Figure 1. The metal 1 layer.
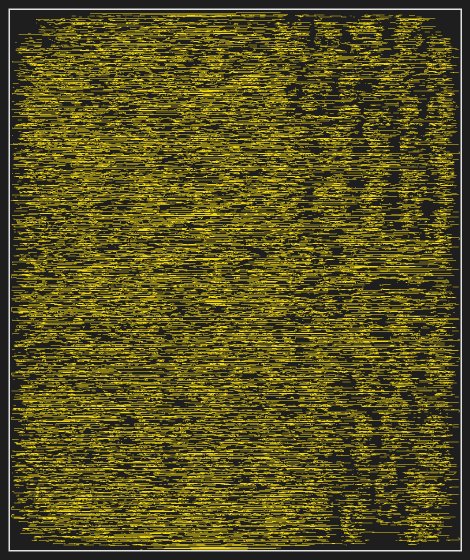
Figure 2. Routed metal per tile.
The bar under the picture is 100 um long. The die is cut into 33 by 39 equal tiles; dark blue is low, red is high, scaled to the fullest tile. Values are wire area over tile area, all layers added.
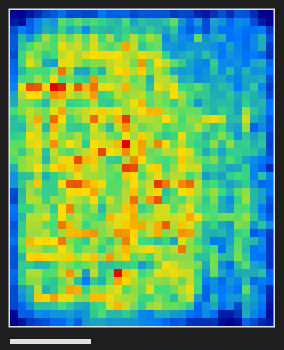
Figure 3. Placed cells, one colour a class.
Fill, decap, tap and diode cells in grey.
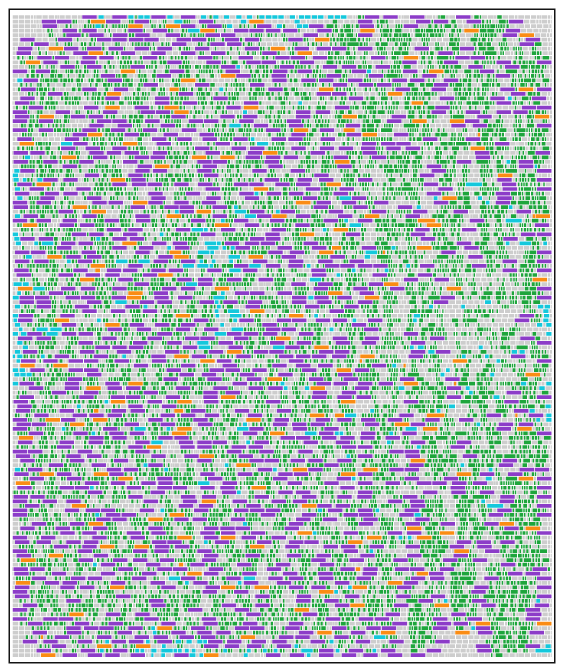
--- src/rtl/regfile_pkg.sv ---
// regfile_pkg: shared constants, counter type and helpers for regfile_sb.
package regfile_pkg;
  localparam int unsigned REG_ZERO = 0;
  localparam int PEND_W_MAX = 8;
  typedef logic [PEND_W_MAX-1:0] cnt_t;
  function automatic int max_cnt(input int pend_w);
    return (1 << pend_w) - 1;
  endfunction
endpackage

--- src/rtl/sb_counter.sv ---
// sb_counter: saturating outstanding-write counter for one register.
// REGFILE_BYPASS_EN adds multi_o (more than one write outstanding).
module sb_counter
  import regfile_pkg::*;
#(
  parameter int PEND_W = 2
) (
  input  logic clk,
  input  logic rst_n,
  input  logic inc_i,
  input  logic dec_i,
  input  logic clr_i,
  output logic pend_o,
  output logic full_o
`ifdef REGFILE_BYPASS_EN
  ,
  output logic multi_o
`endif
);
  localparam cnt_t MAX = cnt_t'(max_cnt(PEND_W));
  cnt_t cnt_q, cnt_d;
  logic up;
  assign up = inc_i && !full_o;
  assign pend_o = cnt_q != '0;
  assign full_o = cnt_q == MAX;
`ifdef REGFILE_BYPASS_EN
  assign multi_o = cnt_q > cnt_t'(1);
`endif
  // simultaneous accepted issue and writeback cancel out
  always_comb
    cnt_d = clr_i ? '0 :
            (up && !dec_i) ? cnt_q + cnt_t'(1) :
            (dec_i && !up && pend_o) ? cnt_q - cnt_t'(1) : cnt_q;
  always_ff @(posedge clk or negedge rst_n)
    if (!rst_n) cnt_q <= '0;
    else cnt_q <= cnt_d;
  always @(posedge clk)
    if (rst_n && !clr_i && dec_i && !up)
      assert (pend_o) else $error("sb_counter: writeback with no outstanding write");
endmodule

--- src/rtl/regfile_sb.sv ---
// regfile_sb: 2R/1W register file with per-register write scoreboard.
// Define REGFILE_BYPASS_EN for same-cycle write-to-read forwarding.
module regfile_sb
  import regfile_pkg::*;
#(
  parameter int BUS_SIZE = 32,
  parameter int DIR_SIZE_INTERNAL = 5,
  parameter int MEM_SIZE = 32,
  parameter int PEND_W = 2
) (
  input  logic                         clk,
  input  logic                         rst_n,
  input  logic [DIR_SIZE_INTERNAL-1:0] dirA,
  input  logic [DIR_SIZE_INTERNAL-1:0] dirB,
  output logic [BUS_SIZE-1:0]          outA,
  output logic [BUS_SIZE-1:0]          outB,
  output logic                         pendA,
  output logic                         pendB,
  input  logic                         issueEn,
  input  logic [DIR_SIZE_INTERNAL-1:0] issueDir,
  output logic                         issueReady,
  input  logic                         enWrite,
  input  logic [DIR_SIZE_INTERNAL-1:0] dirWrite,
  input  logic [BUS_SIZE-1:0]          writeData,
  input  logic                         flush,
  output logic                         anyPend
);
  localparam int N = 2 ** DIR_SIZE_INTERNAL;
  // full address space is allocated so register 0 and out-of-range slots read as constant 0
  logic [BUS_SIZE-1:0] mem_q [N];
  logic [N-1:0] pend, full;
  logic wr_ok;
`ifdef REGFILE_BYPASS_EN
  logic [N-1:0] multi;
`endif
  function automatic logic in_range(input logic [DIR_SIZE_INTERNAL-1:0] a);
    return a != DIR_SIZE_INTERNAL'(REG_ZERO) && 32'(a) < MEM_SIZE;
  endfunction
  assign wr_ok = enWrite && in_range(dirWrite);
  always_ff @(posedge clk or negedge rst_n)
    if (!rst_n) for (int i = 0; i < N; i++) mem_q[i] <= '0;
    else if (wr_ok) mem_q[dirWrite] <= writeData;
  for (genvar g = 0; g < N; g++) begin : g_cnt
    if (g > 0 && g < MEM_SIZE) begin : g_on
      sb_counter #(.PEND_W(PEND_W)) u_cnt (
        .clk    (clk),
        .rst_n  (rst_n),
        .inc_i  (issueEn && issueDir == DIR_SIZE_INTERNAL'(g)),
        .dec_i  (wr_ok && dirWrite == DIR_SIZE_INTERNAL'(g)),
        .clr_i  (flush),
        .pend_o (pend[g]),
        .full_o (full[g])
`ifdef REGFILE_BYPASS_EN
        ,
        .multi_o(multi[g])
`endif
      );
    end else begin : g_off
      assign pend[g] = 1'b0;
      assign full[g] = 1'b0;
`ifdef REGFILE_BYPASS_EN
      assign multi[g] = 1'b0;
`endif
    end
  end
  assign issueReady = !full[issueDir];
  assign anyPend = |pend;
`ifdef REGFILE_BYPASS_EN
  logic hit_a, hit_b;
  assign hit_a = wr_ok && dirWrite == dirA;
  assign hit_b = wr_ok && dirWrite == dirB;
  assign outA = hit_a ? writeData : mem_q[dirA];
  assign outB = hit_b ? writeData : mem_q[dirB];
  assign pendA = hit_a ? multi[dirA] : pend[dirA];
  assign pendB = hit_b ? multi[dirB] : pend[dirB];
`else
  assign outA = mem_q[dirA];
  assign outB = mem_q[dirB];
  assign pendA = pend[dirA];
  assign pendB = pend[dirB];
`endif
endmodule
--- config.mk ---
export PLATFORM = sky130hd
export DESIGN_NAME = regfile_sb
export DESIGN_NICKNAME = d
export VERILOG_FILES = /design/src/rtl/regfile_pkg.sv /design/src/rtl/sb_counter.sv /design/src/rtl/regfile_sb.sv
export SDC_FILE = /design/constraint.sdc
export NUM_CORES = 2
export LEC_CHECK = 0
export ABC_AREA = 1
export CORE_ASPECT_RATIO = 1.2
export CORE_UTILIZATION = 59
export CTS_CLUSTER_SIZE = 8
export DETAILED_ROUTE_END_ITERATION = 10
export HOLD_SLACK_MARGIN = 0.02
export PLACE_DENSITY_LB_ADDON = 0.05
export SLEW_MARGIN = 30
export SYNTH_ARGS = -nofsm -noshare
export SYNTH_HDL_FRONTEND = slang
export SYNTH_SLANG_ARGS = --single-unit
--- constraint.sdc ---
create_clock -name clk -period 5.3 [get_ports clk]
set_clock_uncertainty 0.05 [all_clocks]
set_input_delay 0.795 -clock clk [delete_from_list [all_inputs] [get_ports clk]]
set_output_delay 0.795 -clock clk [all_outputs]
set_load 0.02 [all_outputs]
==> results.txt <==
Implementation status.

- The setup TNS is 0 ps.
- The buffer_ports step reported a buffer count of 124.
- The number of antenna-violating nets in the routed design is 0.
- For this run, global-route usage on met3 was measured as 0.0957.
- The clock root buffer is clkbuf_16.
- Of the total synthesized cell area, the portion taken by AND-OR and OR-AND cells is 0.222.
- Per the timing report, the achievable frequency comes out to 232 MHz.
- The maximum level of the CTS H-tree is 4.
- The worst-path maximum fanout is 60.
- For the pin with the worst max-slew slack, the measured transition is 1090 ps.
- The first-pass GRT wire length is 428 mm.
- The number of antenna violations at the first check in global routing was 5.
- The fraction of the cycle the final worst path needs is 0.815.
- Hold timing on the final database bottoms out at a slack of 348 ps.
- At the floorplan stage, the core utilization is reported as 0.596.
- The warning tally printed by Yosys for this design is 0.
- The routed length on met1 is 101 mm.
- In the synthesized netlist the dominant register cell turns out to be dfrtp_1.
- Summing over the stages, the warning tally comes to 54.
- The cell total in the yosys stat output is 9,975.
- The buffer depth of the longest clock path is 3.
- The count of nets after finishing is 9,993.
- The fraction of synthesized cell area in xor and xnor cells is 0.0177.
- Entering global routing, the biggest net connects 154 pins.
- The die is 392 um tall.
- The final route contains 73,700 vias.
- The number of clock sinks seen by CTS is 1,272.
- Compared with the post-synthesis result, the final layout area differs by 9.78%.
- The combinational cell area excluding buffers and inverters is 37,300 sq um.
- The worst setup path is of the input port to output port kind.
- The sequential fraction of the synthesis area is 0.426.
- The die width is 327 um.
- The routed design uses 30.6 mm of met3 wire.
- Summing all flip-flop and latch instances after layout gives 31,800 sq um.
- In this run, the synthesized area fraction spent on adder and majority cells is recorded as 0.0395.
- The global router reports that the layer with the highest usage is met2.
- Setup repair after global routing left no endpoint under its margin.
- The proportion of synthesized flip-flops having asynchronous set or reset is 1.00.
- The detailed-route vias per instance is 6.47.
- The critical path data required time is 4450 ps.
- The path class of the lowest-slack min-delay path is flip-flop to flip-flop.
- The top cell type's share of synthesized area is 0.426.
- After clock tree synthesis, the repair step resized 0 gates.
- For the worst-skew pair, the clock arrives at the later sink with an insertion delay of 820 ps.
- Before any placement, the netlist area is recorded as 74,700 sq um.
- The setup fix buffers added after clock tree synthesis is 0.
- The category of the worst setup path capture point is an output port.
- In the post-route report, total wirelength is listed as 283 mm.
- The number of maximum-capacitance violations is 0.
- Global routing finished with a remaining overflow of 0.
- The total of endpoints with negative setup slack in the final report is 0.
- The largest total area in the synthesized netlist belongs to dfrtp_1.
- Counting endpoints that fail hold in the final report gives 0.
- The area of the chip is 128,000 sq um.
- During I/O placement, the number of pins put on the boundary was 125.
- STA classifies the critical path startpoint as an input port.
- TritonRoute output was used to compute an average wire per cell of 24.8 um.
- The number of buffers added by the clock tree synthesis step is 177.
- Synthesis inferred 1,272 register bits.
- After synthesis, the most frequently instantiated cells are nand2_1, o21ai_0, dfrtp_1.
- The number of buffers inserted for hold repair after clock tree synthesis is 1.
- The worst pin sits at a relative slew slack of 0.276.
- Counting instances, the worst hold path has a depth of 0.
- The topmost layer with routed signal wires is met5.
- The OpenROAD report gives the critical path a data arrival time of 3470 ps.
- The number of iterations in the first detailed-routing pass is 7.
- The number of global-route vias before repair is 70,800.
- met2 track demand over resource after global routing is 0.687.
- The fraction of layout cells with a size suffix above 1 is 0.0577.
- After detailed routing, the met2 layer carries 125 mm of wire.
- The ratio of total power to cell area is 351 nW/um^2.
- In the post-synthesis netlist, the cell with the most instances is nand2_1.
- The synthesized-area fraction occupied by and/or/nand/nor cells is 0.218.
- The final weighted congestion recorded by global placement is 0.950.
- Overall routing resource usage recorded by global route was 0.440.
- The minimum period implied by the final worst setup slack is 4320 ps.
- The final timing report lists a max-slew violation count of 0.
- The worst voltage drop across the vdd grid is 306 uV.
- The script parses the final routing iteration and logs DRC violations as 0.
- The run finished with clean final reports.
- The stat command in Yosys gives a chip area of 74,700 sq um.
- The register-to-register path setup slack is 2450 ps.
- Logic depth along the worst register-to-register path is recorded as 12.
- In the post-synthesis netlist, the biggest area contributors are dfrtp_1, nand2_1, o21ai_0.
- The number of filler instances in the final layout is 11,000.
- Counting distinct cell types in the post-synthesis netlist gives 48.
- The met1 track demand over resource in global routing is 0.532.
About Figure 1:
nets with wire on the layer	9,405
wire length on this layer	101 mm
longest straight run	106 um
main direction	horizontal

About Figure 2:
nearly empty tiles	0.60%
tiles over half the peak	52%
fullest tile	0.79

About Figure 3:
colour	class	cells
cyan	other buffers and delay cells	300
green	combinational and other logic	7,968
purple	flops	1,272
orange	clock drivers and dummy loads	200
proportion of cell area occupied by registers: 0.388
share of the core filled with cells in the final layout: 0.655
Non-Filler Cell Area, Final: 82,000 sq um
Floorplan Core Area: 125,000 sq um
row count: 142

## power by group
| group | switching, mW | total, mW | leakage, nW | internal, mW |
|---|---|---|---|---|
| combinational | 3.91 | 6.03 | 19.0 | 2.12 |
| sequential | 1.13 | 12.4 | 16.6 | 11.3 |
| clock | 4.38 | 10.3 | 2.31 | 5.93 |
| total | 9.41 | 28.8 | 38.0 | 19.3 |
## sequential cells by signal, indices dropped and copies added (netlist names)
register / flops
mem_q: 1024
g_cnt.g_on.u_cnt.cnt_q: 248
## cell families after synthesis
family / after synthesis
AND/OR/NAND/NOR: 3926
AND-OR/OR-AND: 2929
buffers and inverters: 1480
flip-flops: 1272
adder cells (fa/ha/maj): 217
XOR/XNOR: 151
## cell type report
cell class                      instances  share of cell area
Clock inverter                         14             0.00293
Inverter                              745              0.0346
Sequential cell                      1272               0.388
Tap cell                             1656              0.0253
Clock buffer                          186              0.0547
Multi-Input combinational cell       7223               0.455
Antenna cell                            1           0.0000305
Timing Repair Buffer                  300              0.0391
## metrics by stage
stage	power [mW]	utilization	worst slack [ps]	area [sq um]	std cells
6_report	28.8	0.655	982	82000	11400
3_3_place_gp	18.2	0.616	1120	77100	11200
4_1_cts	28.7	0.654	1060	82000	11400
3_5_place_dp	18.4	0.617	1110	77200	11200
5_1_grt	30.1	0.655	938	82000	11400
2_1_floorplan	16.3	-	2130	74700	9975
## cells in the final DEF, fill, tap and decap left out, types with 6 or more instances in the layout
cell	synthesis	layout
o211ai_1	338	338
dfrtp_1	1272	1272
inv_6	0	6
inv_2	24	22
and2_1	13	13
buf_4	2	148
nand3b_1	24	24
ha_1	186	186
o21ai_0	1597	1597
nand2_2	15	21
nor3_1	14	14
nand4_1	207	207
a31oi_1	42	42
nand3_1	467	464
xnor2_1	82	82
clkdlybuf4s50_1	0	80
clkbuf_1	556	8
or2_2	9	9
nor2_1	540	538
nor2_4	6	10
fa_1	31	31
nor3_2	6	6
nand3_2	11	11
o22ai_1	41	41
clkbuf_16	0	178
nand2_4	7	22
nand2_1	2582	2561
o21a_1	28	28
o2111ai_1	90	90
a21oi_2	10	10
xor2_1	69	69
buf_6	0	13
a21oi_1	590	590
a21o_1	28	28
o221ai_1	104	104
nor2_2	21	19
inv_1	717	709
buf_12	0	49
o21ai_1	48	48
## critical path, cell delays in order
cell and delay (ps):
buf_6 190, inv_6 610, buf_12 320, a21oi_1 70, o211ai_1 110, nand3_1 110
nand2_1 110, o21a_1 260, clkdlybuf4s50_1 750
## worst paths after layout
| path | startpoint | endpoint |
|---|---|---|
| worst max-delay path | dirB[2] | outB[13] |
| worst max register to register | g_cnt[22].g_on.u_cnt.cnt_q[4] | g_cnt[22].g_on.u_cnt.cnt_q[6] |
| worst min-delay path | mem_q[996] | mem_q[996] |
| max in group asynchronous | rst_n | mem_q[177] |
| worst min register to register | mem_q[996] | mem_q[996] |
| min in group asynchronous | rst_n | g_cnt[22].g_on.u_cnt.cnt_q[4] |
Power and IR drop assume default switching activity.
